--- config.mk ---
export PLATFORM = sky130hd
export DESIGN_NAME = grid_edit_ctrl_flat
export DESIGN_NICKNAME = d
export VERILOG_FILES = /design/src/rtl/grid_edit_ctrl_pkg.sv /design/src/rtl/grid_edit_ctrl_if.sv /design/src/rtl/grid_edit_ctrl_undo_lifo.sv /design/src/rtl/grid_edit_ctrl.sv /design/src/flat_wrapper.sv
export SDC_FILE = /design/constraint.sdc
export NUM_CORES = 1
export LEC_CHECK = 0
export CAP_MARGIN = 5
export CELL_PAD_IN_SITES_DETAIL_PLACEMENT = 1
export CELL_PAD_IN_SITES_GLOBAL_PLACEMENT = 2
export CORE_ASPECT_RATIO = 0.7
export CORE_UTILIZATION = 29
export DETAILED_ROUTE_END_ITERATION = 16
export PLACE_DENSITY = 0.77
export SYNTH_ARGS = -nofsm -noshare
export SYNTH_HDL_FRONTEND = slang
export SYNTH_HIERARCHICAL = 1
export SYNTH_SLANG_ARGS = --single-unit
export TNS_END_PERCENT = 100
--- constraint.sdc ---
create_clock -name clk -period 7.85 [get_ports clk]
set_input_delay 1.1775 -clock clk [delete_from_list [all_inputs] [get_ports clk]]
set_output_delay 1.1775 -clock clk [all_outputs]
set_load 0.02 [all_outputs]
--- src/rtl/grid_edit_ctrl_pkg.sv ---
// Purpose : shared key codes, undo entry layout and index-width helper for the grid editor.
// Latency : n/a (declarations only).
// Backpressure: n/a.
package grid_pkg;

  localparam logic [4:0] KEY_UP    = 5'b10010;
  localparam logic [4:0] KEY_LEFT  = 5'b10100;
  localparam logic [4:0] KEY_RIGHT = 5'b10110;
  localparam logic [4:0] KEY_DOWN  = 5'b11000;
  localparam logic [4:0] KEY_PAINT = 5'b11010;
  localparam logic [4:0] KEY_BLOCK = 5'b11011;
  localparam logic [4:0] KEY_UNDO  = 5'b11100;

  // Largest board is 16x16 = 256 cells, so 8 index bits cover every legal size.
  localparam int IDX_MAX_W = 8;

  typedef struct packed {
    logic                 plane;  // 0 = paint plane, 1 = block plane
    logic [IDX_MAX_W-1:0] idx;    // cell index y*GRID_W+x
  } undo_entry_t;

  function automatic int idx_w(input int w, input int h);
    return $clog2(w * h);
  endfunction

endpackage

--- src/rtl/grid_edit_ctrl_if.sv ---
// Purpose : bundles the keypad/target inputs and the board state outputs of the grid editor.
// Latency : n/a (wiring only).
// Backpressure: none; keys are single-cycle pulses. Ports: master = keypad/display side, slave = editor.
interface grid_edit_ctrl_if
  import grid_pkg::*;
#(
  parameter int GRID_W     = 10,
  parameter int GRID_H     = 10,
  parameter int UNDO_DEPTH = 8,
  parameter int CNT_W      = 10
);
  localparam int N  = GRID_W * GRID_H;
  localparam int LW = $clog2(UNDO_DEPTH) + 1;

  logic [4:0]       key_pulse;
  logic [N-1:0]     target;
  logic [3:0]       sel_x;
  logic [3:0]       sel_y;
  logic [N-1:0]     paint;
  logic [N-1:0]     block;
  logic             event_off;
  logic [CNT_W-1:0] edit_cnt;
  logic [LW-1:0]    undo_lvl;
  logic             solved;

  modport master (
    output key_pulse, target,
    input  sel_x, sel_y, paint, block, event_off, edit_cnt, undo_lvl, solved
  );

  modport slave (
    input  key_pulse, target,
    output sel_x, sel_y, paint, block, event_off, edit_cnt, undo_lvl, solved
  );
endinterface

--- src/rtl/grid_edit_ctrl_undo_lifo.sv ---
// Purpose : ring-buffer LIFO of undo entries; a push when full overwrites the oldest entry.
// Latency : push/pop take effect at the clock edge; o_top is combinational from the stored entries.
// Backpressure: none; never full-blocking, pop when empty is ignored. Ports: i_push/i_pop/i_dat in, o_top/o_lvl out.
module undo_lifo
  import grid_pkg::*;
#(
  parameter int DEPTH = 8
) (
  input  logic                       clk,
  input  logic                       rst,
  input  logic                       i_push,
  input  logic                       i_pop,
  input  undo_entry_t                i_dat,
  output undo_entry_t                o_top,
  output logic [$clog2(DEPTH):0]     o_lvl
);
  localparam int PW = $clog2(DEPTH);
  localparam int LW = PW + 1;

  undo_entry_t   r_mem [DEPTH];
  logic [PW-1:0] r_wp;   // next write slot; when full it also points at the oldest entry
  logic [LW-1:0] r_lvl;
  logic [PW-1:0] w_rp;

  assign w_rp  = r_wp - PW'(1);
  assign o_top = r_mem[w_rp];
  assign o_lvl = r_lvl;

  always_ff @(posedge clk) begin
    if (i_push) r_mem[r_wp] <= i_dat;
  end

  always_ff @(posedge clk or posedge rst) begin
    if (rst) begin
      r_wp  <= '0;
      r_lvl <= '0;
    end else if (i_push) begin
      r_wp <= r_wp + PW'(1);
      if (r_lvl != LW'(DEPTH)) r_lvl <= r_lvl + LW'(1);
    end else if (i_pop && (r_lvl != '0)) begin
      r_wp  <= w_rp;
      r_lvl <= r_lvl - LW'(1);
    end
  end
endmodule

--- src/rtl/grid_edit_ctrl.sv ---
// Purpose : nonogram grid editor - cursor, paint/block planes, undo, edit counter, solved flag.
// Latency : state updates 1 cycle after the key edge; solved 2 cycles after the key.
// Backpressure: none; one key per clock accepted back-to-back. Ports: clk, rst, bus (slave: key_pulse/target in, board state out).
module grid_edit_ctrl
  import grid_pkg::*;
#(
  parameter int GRID_W     = 10,
  parameter int GRID_H     = 10,
  parameter int UNDO_DEPTH = 8,
  parameter int CNT_W      = 10
) (
  input  logic            clk,
  input  logic            rst,
  grid_edit_ctrl_if.slave bus
);
  localparam int N  = GRID_W * GRID_H;
  localparam int IW = idx_w(GRID_W, GRID_H);
  localparam int LW = $clog2(UNDO_DEPTH) + 1;

  typedef enum logic {ST_IDLE, ST_ACTIVE} state_t;

  state_t           r_state, w_state_nxt;
  logic [3:0]       r_sel_x, r_sel_y, w_nx, w_ny;
  logic [N-1:0]     r_paint, r_block;
  logic [CNT_W-1:0] r_cnt;
  logic             r_solved;

  logic [4:0]       w_key;
  logic [IW-1:0]    w_idx;
  logic [N-1:0]     w_cur_mask, w_top_mask, w_paint_flip, w_block_flip;
  logic             w_paint_ok, w_block_ok, w_push, w_pop;
  undo_entry_t      w_push_dat, w_top;
  logic [LW-1:0]    w_lvl;
  int               w_top_pos;

  assign w_key      = bus.key_pulse;
  assign w_idx      = IW'(int'(r_sel_y) * GRID_W + int'(r_sel_x));
  assign w_cur_mask = N'(1) << w_idx;
  assign w_top_mask = N'(1) << w_top.idx;
  assign w_top_pos  = int'(w_top.idx);

  // A paint is refused on a blocked cell and vice versa, so the planes never overlap.
  assign w_paint_ok = (w_key == KEY_PAINT) && !r_block[w_idx];
  assign w_block_ok = (w_key == KEY_BLOCK) && !r_paint[w_idx];
  assign w_push     = w_paint_ok || w_block_ok;
  assign w_pop      = (w_key == KEY_UNDO) && (w_lvl != '0);

  assign w_push_dat.plane = w_block_ok;
  assign w_push_dat.idx   = IDX_MAX_W'(w_idx);

  undo_lifo #(.DEPTH(UNDO_DEPTH)) u_undo (
    .clk    (clk),
    .rst    (rst),
    .i_push (w_push),
    .i_pop  (w_pop),
    .i_dat  (w_push_dat),
    .o_top  (w_top),
    .o_lvl  (w_lvl)
  );

  // Undo toggles blindly: LIFO order guarantees the recorded bit is still in its post-edit state.
  assign w_paint_flip = (w_paint_ok ? w_cur_mask : '0) ^ ((w_pop && !w_top.plane) ? w_top_mask : '0);
  assign w_block_flip = (w_block_ok ? w_cur_mask : '0) ^ ((w_pop &&  w_top.plane) ? w_top_mask : '0);

  always_comb begin
    w_nx = r_sel_x;
    w_ny = r_sel_y;
    case (w_key)
      KEY_UP:    w_ny = (r_sel_y == 4'd0) ? 4'(GRID_H - 1) : r_sel_y - 4'd1;
      KEY_DOWN:  w_ny = (r_sel_y == 4'(GRID_H - 1)) ? 4'd0 : r_sel_y + 4'd1;
      KEY_LEFT:  w_nx = (r_sel_x == 4'd0) ? 4'(GRID_W - 1) : r_sel_x - 4'd1;
      KEY_RIGHT: w_nx = (r_sel_x == 4'(GRID_W - 1)) ? 4'd0 : r_sel_x + 4'd1;
      KEY_UNDO: begin
        if (w_pop) begin
          w_nx = 4'(w_top_pos % GRID_W);
          w_ny = 4'(w_top_pos / GRID_W);
        end
      end
      default: ;
    endcase
  end

  always_comb begin
    w_state_nxt = r_state;
    if ((r_state == ST_IDLE) && ((w_key == KEY_PAINT) || (w_key == KEY_BLOCK)))
      w_state_nxt = ST_ACTIVE;
  end

  always_ff @(posedge clk or posedge rst) begin
    if (rst) begin
      r_state  <= ST_IDLE;
      r_sel_x  <= '0;
      r_sel_y  <= '0;
      r_paint  <= '0;
      r_block  <= '0;
      r_cnt    <= '0;
      r_solved <= 1'b0;
    end else begin
      r_state  <= w_state_nxt;
      r_sel_x  <= w_nx;
      r_sel_y  <= w_ny;
      r_paint  <= r_paint ^ w_paint_flip;
      r_block  <= r_block ^ w_block_flip;
      if ((w_push || w_pop) && (r_cnt != '1)) r_cnt <= r_cnt + CNT_W'(1);
      r_solved <= (r_paint == bus.target);
    end
  end

  assign bus.sel_x     = r_sel_x;
  assign bus.sel_y     = r_sel_y;
  assign bus.paint     = r_paint;
  assign bus.block     = r_block;
  assign bus.event_off = (r_state == ST_IDLE);
  assign bus.edit_cnt  = r_cnt;
  assign bus.undo_lvl  = w_lvl;
  assign bus.solved    = r_solved;
endmodule

--- src/flat_wrapper.sv ---
// flat-port wrapper written by rule: the top's interface ports become plain ports
module grid_edit_ctrl_flat import grid_pkg::*;
#(
  parameter int GRID_W     = 10,
  parameter int GRID_H     = 10,
  parameter int UNDO_DEPTH = 8,
  parameter int CNT_W      = 10
)
  (clk, rst, bus_key_pulse, bus_target, bus_sel_x, bus_sel_y, bus_paint, bus_block, bus_event_off, bus_edit_cnt, bus_undo_lvl, bus_solved);
  grid_edit_ctrl_if #(.GRID_W(GRID_W), .GRID_H(GRID_H), .UNDO_DEPTH(UNDO_DEPTH), .CNT_W(CNT_W)) bus_i ();
  input  logic clk;
  input  logic rst;
  input wire logic [$bits(bus_i.key_pulse)-1:0] bus_key_pulse;
  input wire logic [$bits(bus_i.target)-1:0] bus_target;
  output wire logic [$bits(bus_i.sel_x)-1:0] bus_sel_x;
  output wire logic [$bits(bus_i.sel_y)-1:0] bus_sel_y;
  output wire logic [$bits(bus_i.paint)-1:0] bus_paint;
  output wire logic [$bits(bus_i.block)-1:0] bus_block;
  output wire logic [$bits(bus_i.event_off)-1:0] bus_event_off;
  output wire logic [$bits(bus_i.edit_cnt)-1:0] bus_edit_cnt;
  output wire logic [$bits(bus_i.undo_lvl)-1:0] bus_undo_lvl;
  output wire logic [$bits(bus_i.solved)-1:0] bus_solved;
  assign bus_i.key_pulse = bus_key_pulse;
  assign bus_i.target = bus_target;
  assign bus_sel_x = bus_i.sel_x;
  assign bus_sel_y = bus_i.sel_y;
  assign bus_paint = bus_i.paint;
  assign bus_block = bus_i.block;
  assign bus_event_off = bus_i.event_off;
  assign bus_edit_cnt = bus_i.edit_cnt;
  assign bus_undo_lvl = bus_i.undo_lvl;
  assign bus_solved = bus_i.solved;
  grid_edit_ctrl #(.GRID_W(GRID_W), .GRID_H(GRID_H), .UNDO_DEPTH(UNDO_DEPTH), .CNT_W(CNT_W)) u_core (.clk(clk), .rst(rst), .bus(bus_i));
endmodule
### Supply network

Pins as bars on the die edge. Tap cells in gray.
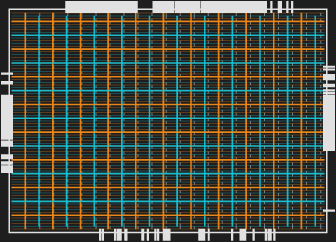
- VDD: cyan
- VSS: orange
- met4 straps: 22
- met5 straps: 15
- rows: 78
maximum vdd drop: 0.277 mV
Die Wd: 310 microns

==> results.yml <==
# flow metrics
clocking:
  cts_num_sinks: 299
  cts_resized: 0
  cts_max_level: 2
logic_synthesis:
  synth_area_per_cell_sq_um: 10.3
  top_cells_by_count: "xnor2_1, nand2_1, dfrtp_1"
  ys_seq_share_pct: 40.6
  top_cell_area_share_pct: 29.4
  synthTopCellsByArea: "dfrtp_1, xnor2_1, edfxtp_1, mux4_2, nand2_1"
  most_common_cell: "xnor2_1"
critical_path:
  crit_end: "u_core/u_undo/o_lvl[3]$_DFFE_PP0P_"
  regToRegStartpoint: "u_core/bus.sel_y[2]$_DFFE_PP0P_"
  crit_cells: 17
  worstSetupPathType: "register to register"
  worstPathRequired_ns: 8.25
  crit_path_start: "u_core/bus.sel_y[2]$_DFFE_PP0P_"
  cp_cell_sequence: "ha_1, ha_1, xnor2_2, inv_2, nor2_1, inv_1, nor3_1, nand2_1, nand3_1, o22a_1, nand2_1, inv_1, ha_1, a21oi_1, nand2_1, a2bb2oi_1, o211ai_1"
layout:
  comb_area_sq_mm: 0.0110
  finalNonFillerCells: 3098
  buf_share_pct: 14.1
  clkCellAreaFrac_pct: 4.48
  final_common_cell: "xnor2_1"
  largestClassByArea: "combinational gates"
  inverters: 27
  nClkBuffers: 47
flow_run:
  warning_count: 31
pwr:
  p_sw_share_pct: 51.6
  pwr-share-comb_pct: 62.3
  p_seq_share_pct: 23.9
  p_leak_nw: 8.73
global_route:
  grt_pass1_vias: 16624
  grt_max_degree: 99
  use_met2_pct: 35.8
placement:
  placed_area_sq_mm: 0.0235
  dp_cells: 3036
timing:
  final-hold-violation-count: 0
  hold_ws_ns: 0.451
hold_path:
  hold_start: "u_core/r_state$_DFFE_PP0P_"
  hold_end: "u_core/r_state$_DFFE_PP0P_"
run_status:
  status: "completed"
detailed_routing:
  top_layer: "met5"
  remaining_drc_errors: 0
die:
  fp_util_pct: 29.6
### Placed cells, one color a class

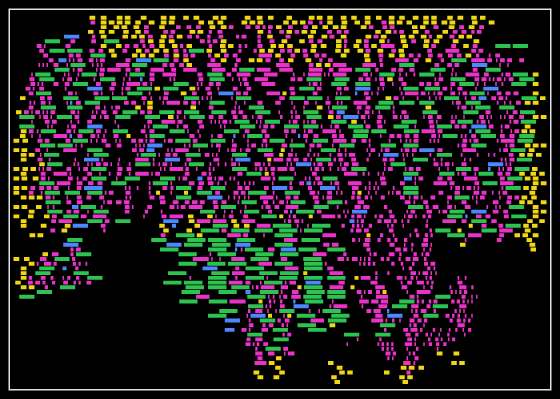
- remaining buffers and delay cells: yellow (cells 352)
- registers: green (cells 299)
- clock drivers and dummy loads: blue (cells 62)
- remaining logic cells: magenta (cells 1505)
Seq area share: 31.8%
Cell Rows: 78
Core ar.: 0.0653 sq mm
finished layout cell area: 0.0247 sq mm

Power is estimated from default activity; no workload was simulated.
